==> run_1/m2.png <==
(1.5 px per um) Cells faint in the background.
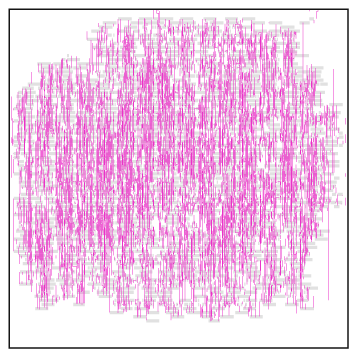
==> run_1/closeup.png <==
Region (159, 159) to (179, 179) um. Cells in gray, sequential cells in the stronger gray; small squares are vias.
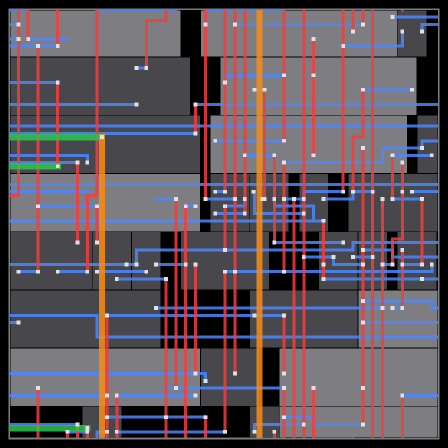
==> run_1/layers.png <==
(2 px per um) Two of the layers only.
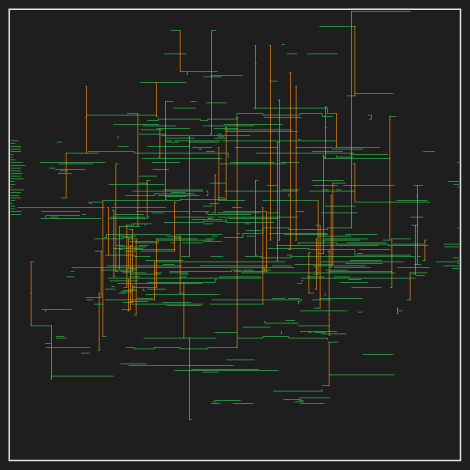
Design oled_text_scheduler_flat, sky130hd; sources not shown.
==> results.txt, run 1 <==
flow finished, numbers: synthesis-to-finish area growth=22.1%, Power Sequential=15.3 mW, NumNets Final=2,365, Mux area share=13.0%, Max-area cell class=sequential cells, Sw Pwr=12.7 mW, Detail Placement HPWL=41,200 um, Logic inverters=5, RSZ-0062 raised after global routing=true, ao+oa area frac=14.9%, top comb family, area=AND-OR/OR-AND gates, Layout non-clock buf frac=11.0%, TritonCTS clock tree=yes, Layout fillers=3,474, ys async rst share=100%, crit path buf inv count=3, Post-Syn Area=0.0249 mm2, placed cell count=2,742, tool warnings=27, 1st-iter DRT viols=1,832, Data required, critical path=2.37 ns, number of logic gates=1,499, logic area=0.0109 mm2, FMAX=0.411 GHz, Seq share, synth=53.9%, Largest register FFs=512, Worst-Margin Slew=0.925 ns, CP Capture Type=flop, Area after DPL=0.0261 mm2, clock sinks=533, flip-flops=533, Levels on crit path=7, IO Pins=45, Min Hold Slack=0.0899 ns, Syn Area/Cell=11.2 um2, WS Path Type=flop to flop, adder share=0.0503%, Sw Share=32.1%, slowest CP cell=dfrtp_4, Main area contributors=dfrtp_1, mux4_2, dfstp_2, clk root buf=clkbuf_16, synth unique cells=66, met3 usage=5.07%, area leader, netlist=dfrtp_1, Max Slew Vio Count=0, fin util=63.4%, max incr delay on CP=0.52 ns, R2R Setup Slk=-0.44 ns, Min Clock Period, post-route=2.44 ns, clock power share=27.1%, XORs/XNORs by Area=0.0704%, met2 wire length=32,100 um, DR WL met3=5540 um, Well Taps=615, most numerous logic cells after layout=dfrtp_1, nand2_1, nor2_1, post-synth area from yosys stat=0.0249 mm2, DRC viols=0, post-route ant nets=0, crit path DAT=2.80 ns, cell with the most instances after synthesis=dfrtp_1, Reg2Reg Depth=7, fp_density=51.9%, Post-Syn Instances=2,221, nonclk buf count=237, finished layout cell area=0.0304 mm2, CP dominant cell by count=buf_4, Setup WS post-layout=-0.435 ns, initial antenna violation count=0, Hold Fails Final Rpt=0, Clock Latency Late Sink=0.62 ns, Max clock buf depth=3, busiest grt layer=met2, hold_buf cts=1, row cnt=80, placer's final routability congestion estimate=0.844, Pwr top=sequential cells, largest net degree at the start of global routing=93, Top FF cell, synth=dfrtp_1, Worst Hold Class=input pin to async pin, clock buffers=81, power density cells=1300 mW/mm2, CTS Buf Count=55, Seq pwr share=38.7%, Peak VDD IR=0.000825 V, Post-synth EDFFs=0, Reg area=0.0134 mm2, core area=0.0479 mm2, CTS resizes=113, htree depth=2, reported leakage power=12.7 nW, Commonest Layout Cell=dfrtp_1, met1 usage=39.0%, global-route wire length before repair=106,000 um, Flops after synth=533, top post-synthesis cells by count=dfrtp_1, nand2_1, nor2_1, post-place setup slack=-1.28 ns, area share of the largest cell type after synthesis=47.1%, comb pwr=13.5 mW, Die Y=225 um, number of global-route vias before repair=18,400, Yosys Instances=2,221, ant diodes=0, failing checks=setup timing, total power=39.5 mW, Simple Share, Synth=13.5%, die area=0.0506 mm2, IO buf count=44, crit path launch type=flop, post-layout period usage=122%, Die X=225 um, Yosys warnings=0, Finished Layout Cells=2,992, CP cell instances=buf_16 > buf_4 > buf_4 > mux4_2 > mux2_2 > o21ai_1 > a31oi_1, routed vias/inst=6.13, critical path's top delay family=multiplexers, Slew headroom=38.4%, layout cell share with drive strength beyond 1=27.6%, Gate power share=34.1%, status=finished with violations, clock-pin slew on the worst setup and hold paths=0.06 ns, gr ovfl total=0, Clk. pwr=10.7 mW, fraction of area in multi-input gates=36.0%, Setup Viol. Count Final=8, drt pass-1 iters=5, highest metal used=met4, internal power=26.8 mW, met1 WL=28,400 um
-- m2.png (at the start) --
nets with wire on the layer: 1,960
main direction: vertical
wire length on this layer: 32.1 mm
longest straight run: 92.5 um
share of all routed wire: 47%
DR vias: 18,300
met2 Use GR: 42.4%
final WL: 68,400 um

-- closeup.png (at the start) --
[red] M2
[blue] M1
[green] M3
[orange] M4
cells with their middle in the window: 27
sequential cells in the window: 8
most frequent: dfrtp_1 (8), a21oi_1 (5), nor2_1 (4)

-- layers.png (at the start) --
[green] M3 | wire length: 5,540 um
[orange] M4 | wire length: 2,410 um
drt wl/cell: 22.9 um
GRT Util Overall: 27.4%

==> run_1/clock_nets.png <==
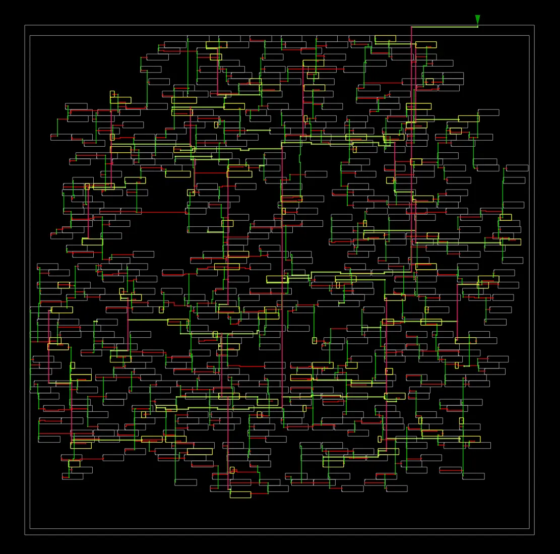

## Run 2: what changed since run 1
--- a/config.mk
+++ b/config.mk
@@ -5,13 +5,13 @@
 export SDC_FILE = /design/constraint.sdc
 export NUM_CORES = 1
 export LEC_CHECK = 0
+export CAP_MARGIN = 20
 export CORE_MARGIN = 2
 export CORE_UTILIZATION = 51
 export DETAILED_ROUTE_END_ITERATION = 6
 export GPL_TIMING_DRIVEN = 0
 export PLACE_DENSITY = 0.7
 export REMOVE_ABC_BUFFERS = 1
-export SLEW_MARGIN = 30
 export SYNTH_ARGS = -nofsm -noshare
 export SYNTH_HDL_FRONTEND = slang
 export SYNTH_SLANG_ARGS = --single-unit
==> constraint.sdc (replaced) <==
create_clock -name clock -period 2 [get_ports clock]
set_clock_uncertainty 0.1 [all_clocks]
set_input_delay 0.2 -clock clock [delete_from_list [all_inputs] [get_ports clock]]
set_output_delay 0.2 -clock clock [all_outputs]
set_load 0.05 [all_outputs]
==> run_2/clock_nets.png <==
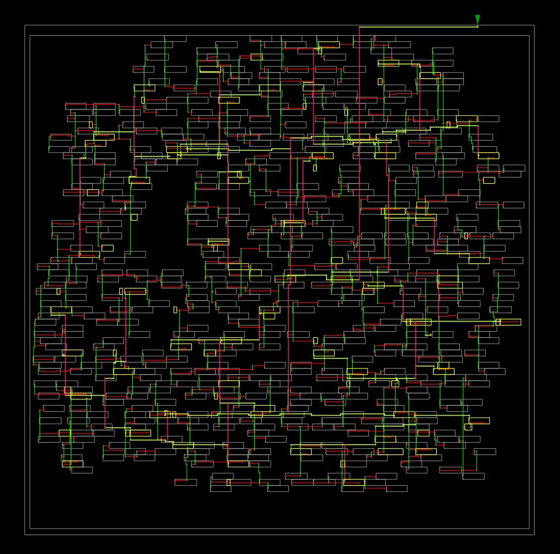
Clk. pwr: 10.3 mW
CTS Buf Count: 55

==> run_2/m2.png <==
(1.5 px per um) Cells faint in the background.
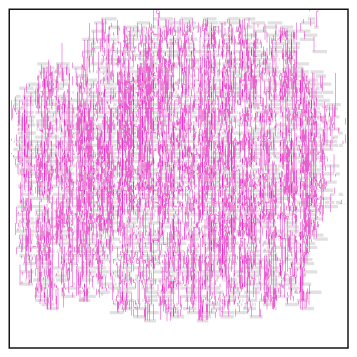
wire length on this layer: 31.9 mm
longest straight run: 96.6 um
share of all routed wire: 46%
final WL: 69,300 um
met2 Use GR: 42.3%
DR vias: 18,300

==> run_2/port_trees.png <==
(1.5 px per um)
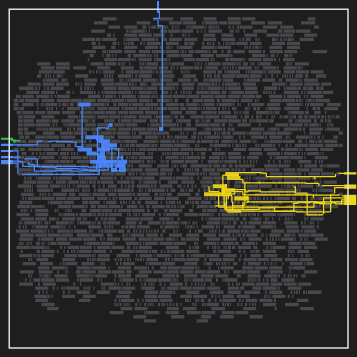
[blue] `bus_wr_a_addr` | bits: 6 | direction: input | edge: 5 left, 1 top | end cells: 26 | buffers: 6 | wire: 626 um
[green] `bus_wr_b_ready` | bits: 1 | direction: output | edge: left | end cells: 1 | buffers: 1 | wire: 8.60 um
[yellow] `bus_sdin` | bits: 8 | direction: output | edge: right | end cells: 8 | buffers: 8 | wire: 801 um
IO buf count: 44
IO Pins: 45

==> run 2 against run 1 <==
  * The flow still finishes with violations (setup timing)
  * Synthesized cell count is the same
  * Worst setup slack gained 0.0093 ns
  * Flip-flop count is the same
  * Total power shrank 0.79%
  * Final cell count shrank 0.67%
  * Largest power group unchanged
  * Largest cell class unchanged
  * Routed wire length grew 1.3%
  * Sequential share of layout area grew 0.37 points
==> results.txt, run 2 <==
flow finished, numbers: tool warnings=29 (was 27), post-place setup slack=-1.20 ns (was -1.28 ns), Worst Hold Class=input pin to flop (was input pin to async pin), met1 WL=28,100 um (was 28,400 um), crit path launch type=flop (unchanged), layout cell share with drive strength beyond 1=26.4% (was 27.6%), Die X=225 um (unchanged), WS Path Type=flop to flop (unchanged), Die Y=225 um (unchanged), synthesis-to-finish area growth=21.1% (was 22.1%), XORs/XNORs by Area=0.0704% (unchanged), core area=0.0479 mm2 (unchanged), Reg2Reg Depth=7 (unchanged), CP Capture Type=flop (unchanged), highest metal used=met4 (unchanged), Mux area share=13.0% (unchanged), Max clock buf depth=3 (unchanged), fin util=62.8% (was 63.4%), FMAX=0.412 GHz (was 0.411 GHz), row cnt=80 (unchanged), placed cell count=2,728 (was 2,742), internal power=26.4 mW (was 26.8 mW), NumNets Final=2,344 (was 2,365), Detail Placement HPWL=40,400 um (was 41,200 um), Logic inverters=5 (unchanged), die area=0.0506 mm2 (unchanged), status=finished with violations (unchanged), Max-area cell class=sequential cells (unchanged), clock power share=26.3% (was 27.1%), Post-synth EDFFs=0 (unchanged), nonclk buf count=218 (was 237), global-route wire length before repair=107,000 um (was 106,000 um), flip-flops=533 (unchanged), max incr delay on CP=0.51 ns (was 0.52 ns), ant diodes=0 (unchanged), largest net degree at the start of global routing=129 (was 93), Sw Share=32.8% (was 32.1%), logic area=0.0109 mm2 (about the same), TritonCTS clock tree=yes (unchanged), number of global-route vias before repair=18,400 (about the same), Yosys Instances=2,221 (unchanged), most numerous logic cells after layout=dfrtp_1, nand2_1, nor2_1 (unchanged), htree depth=2 (unchanged), Pwr top=sequential cells (unchanged), Area after DPL=0.0259 mm2 (was 0.0261 mm2), clk root buf=clkbuf_16 (unchanged), Syn Area/Cell=11.2 um2 (unchanged), post-synth area from yosys stat=0.0249 mm2 (unchanged), hold_buf cts=6 (was 1), Seq pwr share=39.0% (was 38.7%), clock-pin slew on the worst setup and hold paths=0.06 ns (about the same), busiest grt layer=met2 (unchanged), Well Taps=615 (unchanged), Setup WS post-layout=-0.426 ns (was -0.435 ns), Finished Layout Cells=2,972 (was 2,992), Max Slew Vio Count=0 (unchanged), DR WL met3=6160 um (was 5540 um), Flops after synth=533 (unchanged), Min Clock Period, post-route=2.43 ns (was 2.44 ns), Worst-Margin Slew=0.949 ns (was 0.925 ns), placer's final routability congestion estimate=0.844 (unchanged), Layout fillers=3,440 (was 3,474), R2R Setup Slk=-0.43 ns (was -0.44 ns), Levels on crit path=7 (unchanged), post-route ant nets=0 (unchanged), CTS resizes=99 (was 113), cell with the most instances after synthesis=dfrtp_1 (unchanged), total power=39.2 mW (was 39.5 mW), Clock Latency Late Sink=0.63 ns (was 0.62 ns), Gate power share=34.8% (was 34.1%), drt wl/cell=23.3 um (was 22.9 um), Layout non-clock buf frac=10.6% (was 11.0%), routed vias/inst=6.16 (was 6.13), Seq share, synth=53.9% (unchanged), Post-Syn Instances=2,221 (unchanged), fraction of area in multi-input gates=36.1% (was 36.0%), Largest register FFs=512 (unchanged), clock sinks=533 (unchanged), clock buffers=89 (was 81), crit path buf inv count=3 (unchanged), top post-synthesis cells by count=dfrtp_1, nand2_1, nor2_1 (unchanged), Simple Share, Synth=13.5% (unchanged), Power Sequential=15.3 mW (about the same), slowest CP cell=dfrtp_4 (unchanged), Reg area=0.0134 mm2 (unchanged), 1st-iter DRT viols=1,631 (was 1,832), finished layout cell area=0.0301 mm2 (was 0.0304 mm2), synth unique cells=66 (unchanged), gr ovfl total=0 (unchanged), fp_density=51.9% (unchanged), Peak VDD IR=0.000758 V (was 0.000825 V), post-layout period usage=121% (was 122%), Main area contributors=dfrtp_1, mux4_2, dfstp_2 (unchanged), reported leakage power=12.5 nW (was 12.7 nW), GRT Util Overall=27.8% (was 27.4%), Commonest Layout Cell=dfrtp_1 (unchanged), Top FF cell, synth=dfrtp_1 (unchanged), met2 wire length=31,900 um (was 32,100 um), area share of the largest cell type after synthesis=47.1% (unchanged), top comb family, area=AND-OR/OR-AND gates (unchanged), Min Hold Slack=0.184 ns (was 0.0899 ns), crit path DAT=2.81 ns (was 2.80 ns), Sw Pwr=12.8 mW (was 12.7 mW), number of logic gates=1,497 (was 1,499), Slew headroom=35.4% (was 38.4%), power density cells=1300 mW/mm2 (about the same), Yosys warnings=0 (unchanged), Post-Syn Area=0.0249 mm2 (unchanged), ys async rst share=100% (unchanged), met1 usage=38.7% (was 39.0%), ao+oa area frac=14.9% (unchanged), comb pwr=13.6 mW (was 13.5 mW), drt pass-1 iters=7 (was 5), critical path's top delay family=AND-OR/OR-AND gates (was multiplexers), DRC viols=0 (unchanged), met3 usage=6.44% (was 5.07%), failing checks=setup timing (unchanged), Setup Viol. Count Final=9 (was 8), CP cell instances=buf_12 > buf_4 > buf_16 > mux4_2 > a22o_1 > a2111oi_2 > a31oi_1 (was buf_16 > buf_4 > buf_4 > mux4_2 > mux2_2 > o21ai_1 > a31oi_1)
Power figures rest on the tool's default switching activity, not on a simulated workload.
